File: src/rtl/uart_pkg.sv
// Shared UART definitions: parity modes, transmit FSM states and frame limits.
package uart_pkg;

  localparam int unsigned UART_MIN_DATA  = 5;
  localparam int unsigned UART_MAX_FRAME = 13;

  typedef enum logic [2:0] {
    ParNone  = 3'd0,
    ParOdd   = 3'd1,
    ParEven  = 3'd2,
    ParMark  = 3'd3,
    ParSpace = 3'd4
  } uart_parity_e;

  typedef enum logic [2:0] {
    StIdle,
    StStart,
    StData,
    StParity,
    StStop
  } tx_state_e;

endpackage

File: src/rtl/uart_tx_frame_engine_if.sv
// Valid/ready word handshake between the TX FIFO/host side and the frame engine.
interface uart_tx_frame_engine_if #(
  parameter int unsigned DATA_MAX = 9
);
  logic [DATA_MAX-1:0] s_data;
  logic                s_valid;
  logic                s_ready;

  modport master (output s_data, output s_valid, input s_ready);
  modport slave  (input s_data, input s_valid, output s_ready);
endinterface

File: src/rtl/uart_parity_gen.sv
// Combinational masked parity over the low 'len' bits, plus a config legality flag.
module uart_parity_gen
  import uart_pkg::*;
#(
  parameter int unsigned DATA_MAX = 9,
  parameter int unsigned LEN_W    = 4
) (
  input  logic [DATA_MAX-1:0] data,
  input  logic [LEN_W-1:0]    len,
  input  logic [2:0]          mode,
  output logic                parity,
  output logic                illegal
);

  logic xor_red;

  always_comb begin
    xor_red = 1'b0;
    for (int i = 0; i < int'(DATA_MAX); i++) begin
      if (i < int'(len)) xor_red = xor_red ^ data[i];
    end
  end

  always_comb begin
    parity = 1'b0;
    case (mode)
      ParOdd:  parity = ~xor_red;
      ParEven: parity = xor_red;
      ParMark: parity = 1'b1;
      default: parity = 1'b0;
    endcase
  end

  assign illegal = (len < LEN_W'(UART_MIN_DATA)) || (len > LEN_W'(DATA_MAX)) ||
                   (mode > 3'(ParSpace));

endmodule

File: src/rtl/uart_tx_frame_engine.sv
// UART transmit engine: one-deep holding register, per-frame config sampling and
// LSB-first serialisation of start/data/parity/stop bits on baud_tick.
module uart_tx_frame_engine
  import uart_pkg::*;
#(
  parameter int unsigned DATA_MAX = 9,
  parameter int unsigned LEN_W    = 4
) (
  input  logic                    clk,
  input  logic                    rst,
  input  logic                    baud_tick,
  input  logic [LEN_W-1:0]        cfg_data_len,
  input  logic [2:0]              cfg_parity,
  input  logic                    cfg_stop2,
  uart_tx_frame_engine_if.slave   s,
  output logic                    tx,
  output logic                    busy,
  output logic                    frame_done,
  output logic                    cfg_err
);

  localparam int unsigned CNT_W = $clog2(DATA_MAX + 1);

  tx_state_e           state_q, state_d;
  logic [DATA_MAX-1:0] hold_data_q, hold_data_d;
  logic                hold_full_q, hold_full_d;
  logic [DATA_MAX-1:0] shift_q, shift_d;
  logic [CNT_W-1:0]    cnt_q, cnt_d;
  logic [LEN_W-1:0]    len_q, len_d;
  logic                par_en_q, par_en_d;
  logic                par_bit_q, par_bit_d;
  logic                stop2_q, stop2_d;
  logic                stop_cnt_q, stop_cnt_d;
  logic                tx_q, tx_d;
  logic                frame_done_q, frame_done_d;
  logic                cfg_err_q, cfg_err_d;
  logic                start_pt;
  logic                par_calc;
  logic                cfg_illegal;

  // Parity and legality are evaluated on the held word with the live config,
  // and only latched at the frame start point.
  uart_parity_gen #(
    .DATA_MAX (DATA_MAX),
    .LEN_W    (LEN_W)
  ) u_parity_gen (
    .data    (hold_data_q),
    .len     (cfg_data_len),
    .mode    (cfg_parity),
    .parity  (par_calc),
    .illegal (cfg_illegal)
  );

  always_comb begin
    state_d      = state_q;
    hold_data_d  = hold_data_q;
    hold_full_d  = hold_full_q;
    shift_d      = shift_q;
    cnt_d        = cnt_q;
    len_d        = len_q;
    par_en_d     = par_en_q;
    par_bit_d    = par_bit_q;
    stop2_d      = stop2_q;
    stop_cnt_d   = stop_cnt_q;
    tx_d         = tx_q;
    frame_done_d = 1'b0;
    cfg_err_d    = 1'b0;
    start_pt     = 1'b0;

    if (s.s_valid && !hold_full_q) begin
      hold_full_d = 1'b1;
      hold_data_d = s.s_data;
    end

    if (baud_tick) begin
      case (state_q)
        StIdle:  start_pt = 1'b1;
        StStart: begin
          tx_d    = shift_q[0];
          shift_d = shift_q >> 1;
          cnt_d   = CNT_W'(1);
          state_d = StData;
        end
        StData: begin
          if (int'(cnt_q) == int'(len_q)) begin
            if (par_en_q) begin
              tx_d    = par_bit_q;
              state_d = StParity;
            end else begin
              tx_d       = 1'b1;
              stop_cnt_d = 1'b0;
              state_d    = StStop;
            end
          end else begin
            tx_d    = shift_q[0];
            shift_d = shift_q >> 1;
            cnt_d   = cnt_q + CNT_W'(1);
          end
        end
        StParity: begin
          tx_d       = 1'b1;
          stop_cnt_d = 1'b0;
          state_d    = StStop;
        end
        StStop: begin
          if (stop2_q && !stop_cnt_q) begin
            stop_cnt_d = 1'b1;
          end else begin
            frame_done_d = 1'b1;
            tx_d         = 1'b1;
            state_d      = StIdle;
            start_pt     = 1'b1;
          end
        end
        default: begin
          tx_d    = 1'b1;
          state_d = StIdle;
        end
      endcase

      // Start point may override the stop-end return to idle (gap-free streaming).
      if (start_pt && hold_full_q) begin
        hold_full_d = 1'b0;
        if (cfg_illegal) begin
          cfg_err_d = 1'b1;
        end else begin
          state_d   = StStart;
          tx_d      = 1'b0;
          shift_d   = hold_data_q;
          len_d     = cfg_data_len;
          par_en_d  = (cfg_parity != 3'(ParNone));
          par_bit_d = par_calc;
          stop2_d   = cfg_stop2;
        end
      end
    end
  end

  always_ff @(posedge clk or negedge rst) begin
    if (!rst) begin
      state_q      <= StIdle;
      hold_data_q  <= '0;
      hold_full_q  <= 1'b0;
      shift_q      <= '0;
      cnt_q        <= '0;
      len_q        <= '0;
      par_en_q     <= 1'b0;
      par_bit_q    <= 1'b0;
      stop2_q      <= 1'b0;
      stop_cnt_q   <= 1'b0;
      tx_q         <= 1'b1;
      frame_done_q <= 1'b0;
      cfg_err_q    <= 1'b0;
    end else begin
      state_q      <= state_d;
      hold_data_q  <= hold_data_d;
      hold_full_q  <= hold_full_d;
      shift_q      <= shift_d;
      cnt_q        <= cnt_d;
      len_q        <= len_d;
      par_en_q     <= par_en_d;
      par_bit_q    <= par_bit_d;
      stop2_q      <= stop2_d;
      stop_cnt_q   <= stop_cnt_d;
      tx_q         <= tx_d;
      frame_done_q <= frame_done_d;
      cfg_err_q    <= cfg_err_d;
    end
  end

  assign s.s_ready   = ~hold_full_q;
  assign tx          = tx_q;
  assign busy        = (state_q != StIdle);
  assign frame_done  = frame_done_q;
  assign cfg_err     = cfg_err_q;

endmodule

File: src/flat_wrapper.sv
// flat-port wrapper written by rule: the top's interface ports become plain ports
module uart_tx_frame_engine_flat import uart_pkg::*;
#(
  parameter int unsigned DATA_MAX = 9,
  parameter int unsigned LEN_W    = 4
)
  (clk, rst, baud_tick, cfg_data_len, cfg_parity, cfg_stop2, tx, busy, frame_done, cfg_err, s_s_data, s_s_valid, s_s_ready);
  uart_tx_frame_engine_if #(.DATA_MAX(DATA_MAX)) s_i ();
  input  logic clk;
  input  logic rst;
  input  logic baud_tick;
  input  logic [LEN_W-1:0] cfg_data_len;
  input  logic [2:0] cfg_parity;
  input  logic cfg_stop2;
  output logic tx;
  output logic busy;
  output logic frame_done;
  output logic cfg_err;
  input wire logic [$bits(s_i.s_data)-1:0] s_s_data;
  input wire logic [$bits(s_i.s_valid)-1:0] s_s_valid;
  output wire logic [$bits(s_i.s_ready)-1:0] s_s_ready;
  assign s_i.s_data = s_s_data;
  assign s_i.s_valid = s_s_valid;
  assign s_s_ready = s_i.s_ready;
  uart_tx_frame_engine #(.DATA_MAX(DATA_MAX), .LEN_W(LEN_W)) u_core (.clk(clk), .rst(rst), .baud_tick(baud_tick), .cfg_data_len(cfg_data_len), .cfg_parity(cfg_parity), .cfg_stop2(cfg_stop2), .s(s_i), .tx(tx), .busy(busy), .frame_done(frame_done), .cfg_err(cfg_err));
endmodule
File: config.mk
export PLATFORM = sky130hd
export DESIGN_NAME = uart_tx_frame_engine_flat
export DESIGN_NICKNAME = d
export VERILOG_FILES = /design/src/rtl/uart_pkg.sv /design/src/rtl/uart_tx_frame_engine_if.sv /design/src/rtl/uart_parity_gen.sv /design/src/rtl/uart_tx_frame_engine.sv /design/src/flat_wrapper.sv
export SDC_FILE = /design/constraint.sdc
export NUM_CORES = 1
export LEC_CHECK = 0
export CAP_MARGIN = 15
export CORE_MARGIN = 3
export CORE_UTILIZATION = 54
export DETAILED_ROUTE_END_ITERATION = 10
export PLACE_DENSITY = 0.79
export SLEW_MARGIN = 20
export SYNTH_ARGS = -nofsm -noshare
export SYNTH_HDL_FRONTEND = slang
export SYNTH_SLANG_ARGS = --single-unit
File: constraint.sdc
create_clock -name clk -period 1.9 [get_ports clk]
set_input_delay 0.19 -clock clk [delete_from_list [all_inputs] [get_ports clk]]
set_output_delay 0.19 -clock clk [all_outputs]
set_load 0.005 [all_outputs]
### Routed metal, one color a layer

(6 px per micron) Only two layers are drawn.
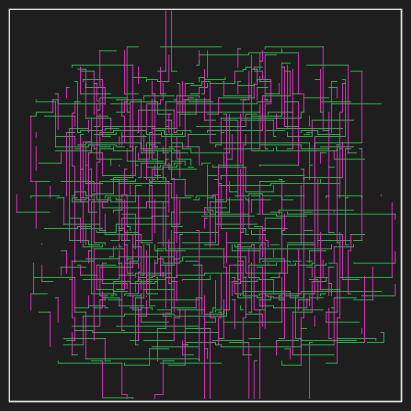
Key: magenta = met2 [wire length 2070 microns]; green = met1 [wire length 1890 microns]

### Ports around the boundary

(8 px per micron) Pins as bars across the die edge, other pins in gray.
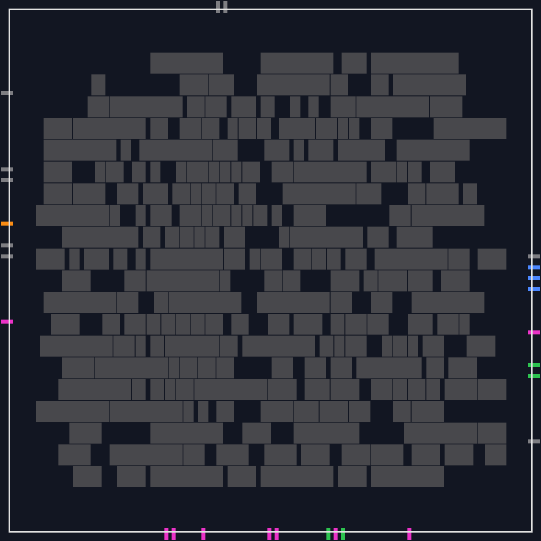
Key: orange = baud_tick [pins 1, direction input, edge left]; magenta = s_s_data [pins 9, direction input, edge 7 bottom, 1 left, 1 right]; blue = cfg_parity [pins 3, direction input, edge right]; green = cfg_data_len [pins 4, direction input, edge 2 right, 2 bottom]

### The metal 2 layer

(6 px per micron) Cells faint in the background.
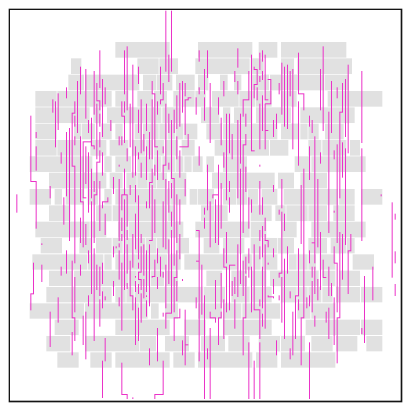
224 nets have wire on it. The wires run mostly vertical. The layer carries 2070 microns of wire. The layer holds 48% of the routed length. The longest straight run is 24.8 microns.

### Zoomed window

Window x 13 to 53, y 13 to 53 microns. Cells in gray, sequential cells in the stronger gray; small squares are vias.
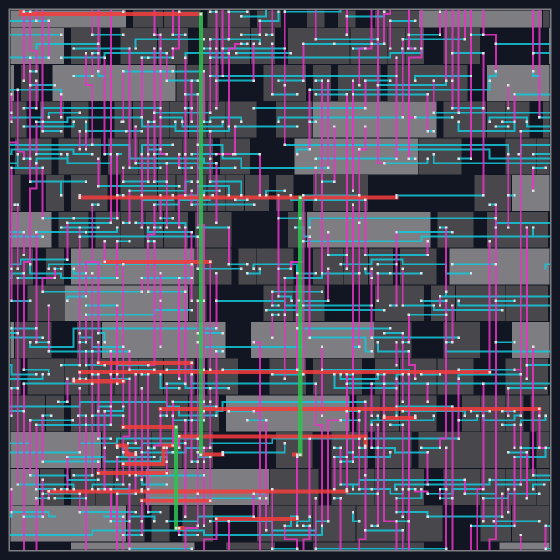
Key: green = met4; cyan = met1; red = met3; magenta = met2
Most frequent: buf_4 (18), nor2_1 (17), dfrtp_1 (14). Netlist names of flops here include u_core.shift_q (6), u_core.len_q (2). Sequential cells in the window: 14. 148 logic cells have their middle in the window.

### Cell outlines without signal wires

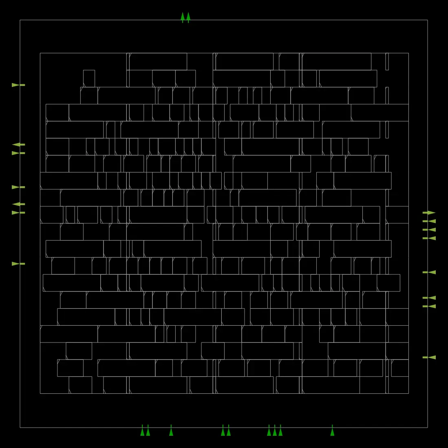
Fill cells: 250
Placement Rows: 20
n_taps: 44
Seq area share: 38.5%

==> results_slide.txt <==
Physical Implementation Snapshot

Finish
  – ClkCell Share: 3.32%
  – Antenna Cells: 0
  – Flop count: 37
  – Logic area: 905 sq um
  – Layout cells sized above 1: 22.6%
  – P&R area growth vs syn: 27.7%
  – CLK BUF: 6
  – Nonclk inv count: 8

Worst setup path
  – R2R depth: 6
  – CP startpoint: u_core.cnt_q[1]$_DFFE_PN0P_
  – R2r endpoint: u_core.stop_cnt_q$_DFFE_PN0P_
  – CP Max Fanout: 4
  – Worst r2r src: u_core.cnt_q[1]$_DFFE_PN0P_
  – Crit path DRT: 2.13 ns
  – Largest stage delay, worst path: 0.44 ns
  – CP Class: reg -> reg
  – CP endpoint: u_core.stop_cnt_q$_DFFE_PN0P_
  – Critical-path top delay cell: dfrtp_1

Synth
  – Cells after Synth: 184
  – Unique masters post-synth: 39
  – And+or+nand+nor area frac: 14.2%
  – Dominant cell area share: 47.7%
  – And-or/or-and share of the synthesized area: 16.6%
  – Ys flops: 37
  – Synth cell count leaders: 36 x dfrtp_1, 19 x nor2_1, 13 x a21oi_1, 13 x mux2_2
  – Multiplexer share: 8.81%
  – Syn Nets: 206

Timing
  – Worst Skew: 0.0141 ns
  – Crit path time final: 1.83 ns
  – Final Max Tran Viols: 0
  – Post-route setup slack: 0.0728 ns
  – Relative slew slack: 69.0%
  – Worst slew pin tran: 0.466 ns
  – Final-report hold violation count: 0

Clock network
  – Clock root cell: clkbuf_4
  – Clk sink count: 37
  – H-tree depth: 2
  – Max clock buf depth: 2
  – CTS clk-pin slew, worst paths: 0.12 ns

Floorplan
  – Core Util at FP: 58.9%
  – Core ar.: 0.00320 sq mm

Global routing
  – Number of global-route vias before repair: 1527
  – GR Overflow Total: 0
  – First-pass GRT wire length: 7.18 mm

Place
  – Port Buffer Count: 25
  – Pre-CTS setup slack: -0.215 ns
  – Gpl congestion: 0.831

Detailed routing
  – Initial DRC count: 133
  – Wire per inst: 15.6 microns
  – DRT Wirelength: 4.27 mm
  – Number of vias per cell: 5.73
  – Residual DRC: 0

Flow run
  – MaxCap Viol Count: 0

Power and ir drop
  – PD cells: 1440 mW/mm^2
  – Leakage: 0.00107 uW

Outcome
  – Status: complete, no violations
==> routing by layer <==
layer / share of wire [%] / wire length (microns) / GRT usage (%) / vias up
met5: 0 / 0 / 0 / -
met4: 1.4 / 59 / 9.07 / 0
met3: 6.0 / 254 / 4.96 / 6
met2: 48 / 2070 / 36.7 / 49
met1: 44 / 1890 / 29.1 / 766
li1: - / - / - / 749
==> placed cells by master, fill, tap and decap left out, drive strengths merged, types with 2 or more instances in the layout <==
master / instances
nand4: 4
mux2: 13
nor3: 2
xnor2: 2
nor2b: 4
nand2: 9
xnor3: 2
nand3: 5
nand3b: 2
mux2i: 2
nand2b: 5
inv: 8
nor2: 19
o21ai: 9
buf: 22
xor2: 7
clkbuf: 6
or2: 2
o22ai: 9
clkdlybuf4s50: 24
o21a: 2
or3: 2
a21o: 3
a21oi: 13
dfrtp: 36
o211ai: 2
==> state kept, by name, indices dropped and copies added (netlist names), 3 cells and up <==
name,count
u_core.len_q,4
u_core.hold_data_q,9
u_core.shift_q,9
u_core.state_q,3
u_core.cnt_q,4
==> metrics by stage <==
stage,cells,hold WS [ns],instance area (sq um)
floorplan,184,-0.106,1890
global placement,266,0.479,2310
detailed placement,266,0.483,2310
CTS,274,0.260,2400
global route,274,0.273,2410
finish,274,0.257,2410
==> power breakdown <==
part           leakage, uW  total [uW]  switching [uW]  internal, uW
sequential        0.000444        1440             318          1130
combinational     0.000582        1470             659           814
clock            0.0000424         548             268           280
==> critical path: cells and delay by family (launching register included) <==
| family | cells | cell delay, ns |
|---|---|---|
| buf+inv | 1 | 0.19 |
| xor+xnor | 1 | 0.18 |
| flops | 1 | 0.44 |
| simple gates | 3 | 0.55 |
| compound gates | 1 | 0.37 |
Power and IR drop assume default switching activity.
